floorplan.png
(3 px per um) Pins as bars on the die edge.
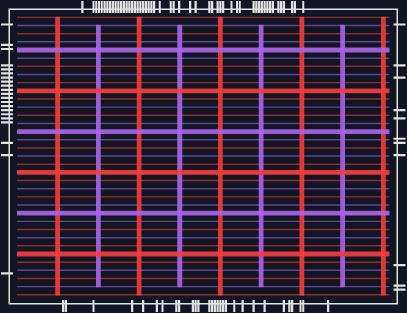
m2.png
(3 px per um)
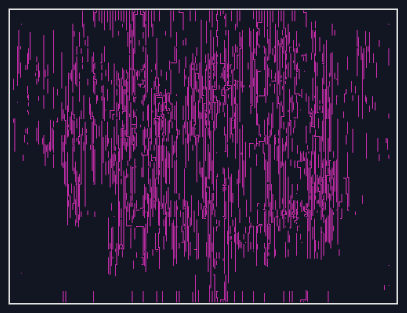
util_map.png
(3 px per um) The die is cut into 13 by 10 equal tiles; black is low, pale yellow is high, 0 to 100% covered.
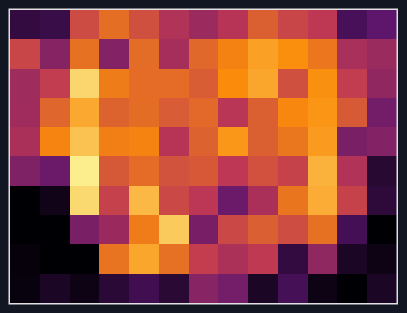
<file path="src/rtl/ext_int_arbiter_pkg.sv">
// Shared types, register map and helpers for the machine external interrupt arbiter.
// Optional build macro used by this block: EXT_INT_SYNC_EN (see ext_int_gateway).
package ext_int_arbiter_pkg;

  localparam int EI_ADDR_W = 5;
  localparam int EI_PRIO_W = 3;

  typedef logic [4:0]           src_id_t;  // 0 = "none", 1..31 = source IDs
  typedef logic [EI_PRIO_W-1:0] prio_t;

  // Word addresses of the software-visible registers
  localparam logic [EI_ADDR_W-1:0] EI_ENABLE     = 5'h00;
  localparam logic [EI_ADDR_W-1:0] EI_EDGE       = 5'h01;
  localparam logic [EI_ADDR_W-1:0] EI_PENDING    = 5'h02;
  localparam logic [EI_ADDR_W-1:0] EI_THRESHOLD  = 5'h03;
  localparam logic [EI_ADDR_W-1:0] EI_CLAIM      = 5'h04;
  localparam logic [EI_ADDR_W-1:0] EI_IN_SERVICE = 5'h05;
  localparam logic [EI_ADDR_W-1:0] EI_PRIO_BASE  = 5'h08;

  // mcause code reported to the trap logic for a given winner ID
  function automatic logic [30:0] ext_int_code(input src_id_t id, input logic [30:0] base);
    return base + 31'(id);
  endfunction

  // Word address of the priority register for zero-based source index idx (ID idx+1)
  function automatic logic [EI_ADDR_W-1:0] prio_addr(input int idx);
    return EI_ADDR_W'(int'(EI_PRIO_BASE) + idx);
  endfunction

endpackage

</file>
<file path="src/rtl/ext_int_arbiter_if.sv">
// Word-addressed register port between the system bus and the interrupt arbiter.
interface ext_int_arbiter_if;
  import ext_int_arbiter_pkg::*;

  logic [EI_ADDR_W-1:0] bus_addr;
  logic                 bus_we;
  logic                 bus_re;
  logic [31:0]          bus_wdata;
  logic [31:0]          bus_rdata;

  modport master (output bus_addr, bus_we, bus_re, bus_wdata, input bus_rdata);
  modport slave  (input bus_addr, bus_we, bus_re, bus_wdata, output bus_rdata);
endinterface

</file>
<file path="src/rtl/ext_int_gateway.sv">
// Per-source interrupt gateway: optional input synchronizer, edge/level detection,
// and the PENDING / IN_SERVICE flops for one source.
// Build macro: EXT_INT_SYNC_EN adds a 2-flop synchronizer on irq_raw (+2 cycles).
module ext_int_gateway (
  input  logic clk,
  input  logic rst_sync_n,
  input  logic irq_raw,
  input  logic edge_mode,   // 1 = rising-edge triggered, 0 = level
  input  logic claim,       // this source is being claimed this cycle
  input  logic complete,    // this source is being completed this cycle
  output logic pending,
  output logic in_service
);

  logic irq_s;
  logic irq_prev;
  logic set_req;

`ifdef EXT_INT_SYNC_EN
  logic [1:0] sync_q;

  // Two-flop synchronizer for asynchronous peripheral lines
  // NOTE: sequential state always uses non-blocking (<=) so every flop samples pre-edge values.
  always_ff @(posedge clk) begin
    if (!rst_sync_n) sync_q <= '0;
    else             sync_q <= {sync_q[0], irq_raw};
  end

  assign irq_s = sync_q[1];
`else
  assign irq_s = irq_raw;
`endif

  // Request detection; a level request is held off while the source is in service or
  // being claimed, so a claim of a still-high line does not leave it pending behind.
  always_comb begin
    // NOTE: assign a default before any branch so no path leaves set_req unassigned (latch).
    set_req = 1'b0;
    if (edge_mode) set_req = irq_s & ~irq_prev;
    else           set_req = irq_s & ~in_service & ~claim;
  end

  // Pending/in-service flops: a new request wins over a same-cycle claim
  always_ff @(posedge clk) begin
    if (!rst_sync_n) begin
      irq_prev   <= 1'b0;
      pending    <= 1'b0;
      in_service <= 1'b0;
    end else begin
      irq_prev   <= irq_s;
      pending    <= set_req | (pending & ~claim);
      in_service <= claim | (in_service & ~complete);
    end
  end

endmodule

</file>
<file path="src/rtl/ext_int_arbiter.sv">
// Machine external interrupt arbiter: register file, registered priority selection,
// claim/complete decode and the meip / custom_int_code outputs to the core.
// Build macro: EXT_INT_SYNC_EN (input synchronizers inside each ext_int_gateway).
module ext_int_arbiter
  import ext_int_arbiter_pkg::*;
#(
  parameter int NUM_SRC   = 8,
  parameter int PRIO_W    = EI_PRIO_W,
  parameter int CODE_BASE = 16
) (
  input  logic               clk,
  input  logic               rst_sync_n,
  input  logic [NUM_SRC-1:0] irq_src,
  ext_int_arbiter_if.slave   bus,
  output logic               meip,
  output logic [30:0]        custom_int_code
);

  logic [NUM_SRC-1:0] enable_q;
  logic [NUM_SRC-1:0] edge_q;
  logic [PRIO_W-1:0]  threshold_q;
  logic [PRIO_W-1:0]  prio_q [NUM_SRC];

  logic [NUM_SRC-1:0] pending;
  logic [NUM_SRC-1:0] in_service;
  logic [NUM_SRC-1:0] claim_vec;
  logic [NUM_SRC-1:0] complete_vec;
  logic [NUM_SRC-1:0] eligible;

  src_id_t           winner_q;
  src_id_t           best_id;
  logic [PRIO_W-1:0] best_prio;
  logic              claim_req;
  logic              complete_req;
  logic [31:0]       rd_val;

  // A claim only has side effects when there is a winner to hand out
  assign claim_req    = bus.bus_re && (bus.bus_addr == EI_CLAIM) && (winner_q != '0);
  assign complete_req = bus.bus_we && (bus.bus_addr == EI_CLAIM);

  // One-hot claim/complete strobes; completes for IDs not in service fall out naturally
  always_comb begin
    claim_vec    = '0;
    complete_vec = '0;
    for (int i = 1; i <= NUM_SRC; i++) begin
      claim_vec[i-1]    = claim_req && (winner_q == src_id_t'(i));
      complete_vec[i-1] = complete_req && (bus.bus_wdata == 32'(i)) && in_service[i-1];
    end
  end

  for (genvar g = 0; g < NUM_SRC; g++) begin : g_gw
    ext_int_gateway u_gw (
      .clk        (clk),
      .rst_sync_n (rst_sync_n),
      .irq_raw    (irq_src[g]),
      .edge_mode  (edge_q[g]),
      .claim      (claim_vec[g]),
      .complete   (complete_vec[g]),
      .pending    (pending[g]),
      .in_service (in_service[g])
    );
  end

  // The source being claimed is dropped immediately so back-to-back claims never repeat it
  assign eligible = pending & enable_q & ~in_service & ~claim_vec;

  // Priority select: strictly above threshold, highest priority, ties to the lowest ID
  always_comb begin
    best_id   = '0;
    best_prio = threshold_q;
    for (int i = 1; i <= NUM_SRC; i++) begin
      if (eligible[i-1] && (prio_q[i-1] > best_prio)) begin
        best_id   = src_id_t'(i);
        best_prio = prio_q[i-1];
      end
    end
  end

  // Registered winner keeps the selection logic off the trap-cause path
  always_ff @(posedge clk) begin
    if (!rst_sync_n) winner_q <= '0;
    else             winner_q <= best_id;
  end

  assign meip            = (winner_q != '0);
  assign custom_int_code = ext_int_code(winner_q, 31'(CODE_BASE));

  // Software-writable configuration registers
  always_ff @(posedge clk) begin
    if (!rst_sync_n) begin
      enable_q    <= '0;
      edge_q      <= '0;
      threshold_q <= '0;
      // NOTE: the priority array is a handful of flops, not a RAM, so it is reset like any register.
      for (int i = 0; i < NUM_SRC; i++) prio_q[i] <= '0;
    end else if (bus.bus_we) begin
      case (bus.bus_addr)
        EI_ENABLE:    enable_q    <= bus.bus_wdata[NUM_SRC-1:0];
        EI_EDGE:      edge_q      <= bus.bus_wdata[NUM_SRC-1:0];
        EI_THRESHOLD: threshold_q <= bus.bus_wdata[PRIO_W-1:0];
        default: begin
          for (int i = 0; i < NUM_SRC; i++) begin
            if (bus.bus_addr == prio_addr(i)) prio_q[i] <= bus.bus_wdata[PRIO_W-1:0];
          end
        end
      endcase
    end
  end

  // Read mux over pre-edge state, so a same-cycle write is not visible to the read
  always_comb begin
    rd_val = '0;
    case (bus.bus_addr)
      EI_ENABLE:     rd_val = 32'(enable_q);
      EI_EDGE:       rd_val = 32'(edge_q);
      EI_PENDING:    rd_val = 32'(pending);
      EI_THRESHOLD:  rd_val = 32'(threshold_q);
      EI_CLAIM:      rd_val = 32'(winner_q);
      EI_IN_SERVICE: rd_val = 32'(in_service);
      default: begin
        for (int i = 0; i < NUM_SRC; i++) begin
          if (bus.bus_addr == prio_addr(i)) rd_val = 32'(prio_q[i]);
        end
      end
    endcase
  end

  // Registered read data, valid the cycle after bus_re and zero otherwise
  always_ff @(posedge clk) begin
    if (!rst_sync_n)     bus.bus_rdata <= '0;
    else if (bus.bus_re) bus.bus_rdata <= rd_val;
    else                 bus.bus_rdata <= '0;
  end

endmodule

</file>
<file path="src/flat_wrapper.sv">
// flat-port wrapper written by rule: the top's interface ports become plain ports
module ext_int_arbiter_flat import ext_int_arbiter_pkg::*;
#(
  parameter int NUM_SRC   = 8,
  parameter int PRIO_W    = EI_PRIO_W,
  parameter int CODE_BASE = 16
)
  (clk, rst_sync_n, irq_src, meip, custom_int_code, bus_bus_addr, bus_bus_we, bus_bus_re, bus_bus_wdata, bus_bus_rdata);
  ext_int_arbiter_if bus_i ();
  input  logic clk;
  input  logic rst_sync_n;
  input  logic [NUM_SRC-1:0] irq_src;
  output logic meip;
  output logic [30:0] custom_int_code;
  input wire logic [$bits(bus_i.bus_addr)-1:0] bus_bus_addr;
  input wire logic [$bits(bus_i.bus_we)-1:0] bus_bus_we;
  input wire logic [$bits(bus_i.bus_re)-1:0] bus_bus_re;
  input wire logic [$bits(bus_i.bus_wdata)-1:0] bus_bus_wdata;
  output wire logic [$bits(bus_i.bus_rdata)-1:0] bus_bus_rdata;
  assign bus_i.bus_addr = bus_bus_addr;
  assign bus_i.bus_we = bus_bus_we;
  assign bus_i.bus_re = bus_bus_re;
  assign bus_i.bus_wdata = bus_bus_wdata;
  assign bus_bus_rdata = bus_i.bus_rdata;
  ext_int_arbiter #(.NUM_SRC(NUM_SRC), .PRIO_W(PRIO_W), .CODE_BASE(CODE_BASE)) u_core (.clk(clk), .rst_sync_n(rst_sync_n), .irq_src(irq_src), .bus(bus_i), .meip(meip), .custom_int_code(custom_int_code));
endmodule
</file>
<file path="config.mk">
export PLATFORM = sky130hd
export DESIGN_NAME = ext_int_arbiter_flat
export DESIGN_NICKNAME = d
export VERILOG_FILES = /design/src/rtl/ext_int_arbiter_pkg.sv /design/src/rtl/ext_int_arbiter_if.sv /design/src/rtl/ext_int_gateway.sv /design/src/rtl/ext_int_arbiter.sv /design/src/flat_wrapper.sv
export SDC_FILE = /design/constraint.sdc
export NUM_CORES = 1
export LEC_CHECK = 0
export ABC_AREA = 1
export CORE_ASPECT_RATIO = 0.75
export CORE_MARGIN = 2
export CORE_UTILIZATION = 45
export CTS_BUF_LIST = sky130_fd_sc_hd__clkbuf_4 sky130_fd_sc_hd__clkbuf_8 sky130_fd_sc_hd__clkbuf_16
export CTS_CLUSTER_SIZE = 28
export DETAILED_ROUTE_END_ITERATION = 16
export PLACE_DENSITY = 0.72
export SYNTH_ARGS = -nofsm -noshare
export SYNTH_HDL_FRONTEND = slang
export SYNTH_HIERARCHICAL = 1
export SYNTH_SLANG_ARGS = --single-unit
</file>
<file path="constraint.sdc">
create_clock -name clk -period 11 [get_ports clk]
set_input_delay 2.2 -clock clk [delete_from_list [all_inputs] [get_ports clk]]
set_output_delay 2.2 -clock clk [all_outputs]
set_load 0.005 [all_outputs]
</file>
==> notes.md <==
flow finished, numbers: Post-synth EDFFs=24, Crit path largest cell delay=0.47 ns, share of layout cells above drive strength 1=0.131, Core Box Area=11500 um^2, # Cells Yosys=705, Async SR Flop Fraction=0, Die Ht=97.7 um, vias after detailed routing=4824, worst path arrival time=10.60 ns, crit share post-route=0.939, largest net degree at the start of global routing=53, worst rel slew slack=0.400, WP data required=11.26 ns, Critical Path Source Type=primary input, crit path capture type=flop, final net count=835, Fin Clk Skew=0.00883 ns, peak supply drop=0.0742 mV, area grow syn2layout=17.3%, DR vias/cell=5.24, die width=129 um, total global routing overflow=0, fin cells=921, DRT iter0 DRCs=507, Leak=2.65 nW, first-pass GRT wire length=22.7 mm, Ys Warns=6, initial antenna violation count=0, TritonRoute pass-1 iters=5, I/O pins=113, status=finished clean, Core Util, Final=0.537, Commonest flop=dfxtp_1, max-cap viol count=0, Routed WL=14.4 mm, CTS tree=built, IO Port Bufs=61, placed cell count=904, leading cell types in the layout, fill and taps excluded=inv_1, nand2_1, clkdlybuf4s50_1, nor2_1, dfxtp_1, Seq cells post-synth=79, Final Slew Violations=0, final hold vios=0, Post-Syn Instances=705, clock buffer depth=2, CTS H-tree depth=3, worst min-delay path category=reg2reg, worst-skew pair later-pin latency=0.34 ns, maximum fanout along the worst path=7, critical path's most frequent cell=nand2_1, PD cells=115 nW/um^2, Yosys cell types=46, critical setup path kind=in2reg, Fin Setup TNS=0 ns
## Picture notes: floorplan.png
Key: VSS = red; VDD = purple
The core has 34 rows. 6 straps on met5. 35 met1 rails follow the rows.

## Picture notes: m2.png
714 nets have wire on it. The layer carries 6370 um of wire. The longest straight run is 41.8 um.

## Picture notes: util_map.png
6.2% of the tiles are nearly empty. The fullest tile reaches 96%. The emptiest ninth of the die: lower left. The mean over all tiles is 48%.

[worst reg2reg max path: cells and delay by family (launching register included)]
kind	cells	cell delay, ns
adder cells (fa/ha/maj)	8	2.29
buffers and inverters	1	0.10
AND-OR/OR-AND	10	1.25
AND/OR/NAND/NOR	41	4.73
flip-flops	1	0.36
[timing repair]
action                     CTS  global route
gates resized                0             8
hold endpoints to repair     0             0
setup endpoints to repair    0             4
setup buffers                0             1
[registers in the layout, summed over array words and instances (netlist names)]
register	count
u_core/threshold_q	3
u_core/winner_q	4
u_core/enable_q	8
u_core/edge_q	8
u_core/prio_q	24
u_core/g_gw.u_gw/irq_prev	8
u_core/bus.bus_rdata	8
u_core/g_gw.u_gw/pending	8
u_core/g_gw.u_gw/in_service	8
[cells in the mapped netlist, types with 5 or more instances]
library cell | count | area, um^2
a221oi_1 | 7 | 61.3
inv_1 | 114 | 428
o21ai_0 | 33 | 165
o21bai_1 | 8 | 60.1
a21oi_1 | 34 | 170
nand2_4 | 7 | 78.8
nand3_2 | 11 | 110
nor2_1 | 60 | 225
nor3_1 | 12 | 60.1
a21oi_2 | 17 | 149
nor4_1 | 17 | 106
or2_2 | 5 | 31.3
nand3_4 | 6 | 105
nand2_1 | 109 | 409
o22ai_1 | 13 | 81.3
buf_4 | 51 | 383
ha_1 | 14 | 175
dfxtp_1 | 55 | 1100
inv_2 | 5 | 18.8
nand2_2 | 17 | 106
edfxtp_1 | 24 | 721
nand3_1 | 46 | 230
clkbuf_1 | 5 | 18.8
[logic make-up after synthesis]
family | after synthesis | share of synthesized area
fa+ha+maj | 14 | 0.0333
flops | 79 | 0.346
simple gates | 307 | 0.306
other cells | 2 | 0.00143
buf+inv | 180 | 0.167
compound gates | 123 | 0.146
[power breakdown]
| group | internal, mW | leakage, nW | switching (mW) |
|---|---|---|---|
| Combinational | 0.0352 | 1.82 | 0.0512 |
| Clock | 0.178 | 0.151 | 0.126 |
| Sequential | 0.311 | 0.678 | 0.00838 |
[metrics by stage]
stage | power, mW | setup WS, ns | area, um^2
2_1_floorplan | 0.385 | 1.32 | 5450
3_3_place_gp | 0.408 | 0.305 | 5850
3_5_place_dp | 0.410 | -0.0851 | 5850
4_1_cts | 0.712 | 0.274 | 6150
5_1_grt | 0.740 | -0.000846 | 6170
6_report | 0.710 | 0.667 | 6170
[metal layers]
layer	track usage	part of all wire
met3	0.0562	0.092
met2	0.348	0.44
met1	0.330	0.45
met5	0	0
met4	0.0727	0.017
[final cells by class]
class	count	area (um^2)
Inverter	123	474
Clock buffer	9	225
Timing Repair Buffer	64	636
Fill cell	1077	5310
Tap cell	144	180
Clock inverter	7	77.6
Multi-Input combinational cell	495	2760
Sequential cell	79	1820
[final timing paths]
check / cells past startpoint / slack [ns] / start / end
worst max-delay path: 60 / 0.67 / bus_bus_addr[0] / u_core/winner_q[1]
worst min-delay path: 2 / 0.48 / u_core/enable_q[7] / u_core/enable_q[7]
worst max register to register: 60 / 2.21 / u_core/threshold_q[2] / u_core/winner_q[1]
worst min register to register: 2 / 0.48 / u_core/enable_q[7] / u_core/enable_q[7]
Power is estimated from default activity; no workload was simulated.
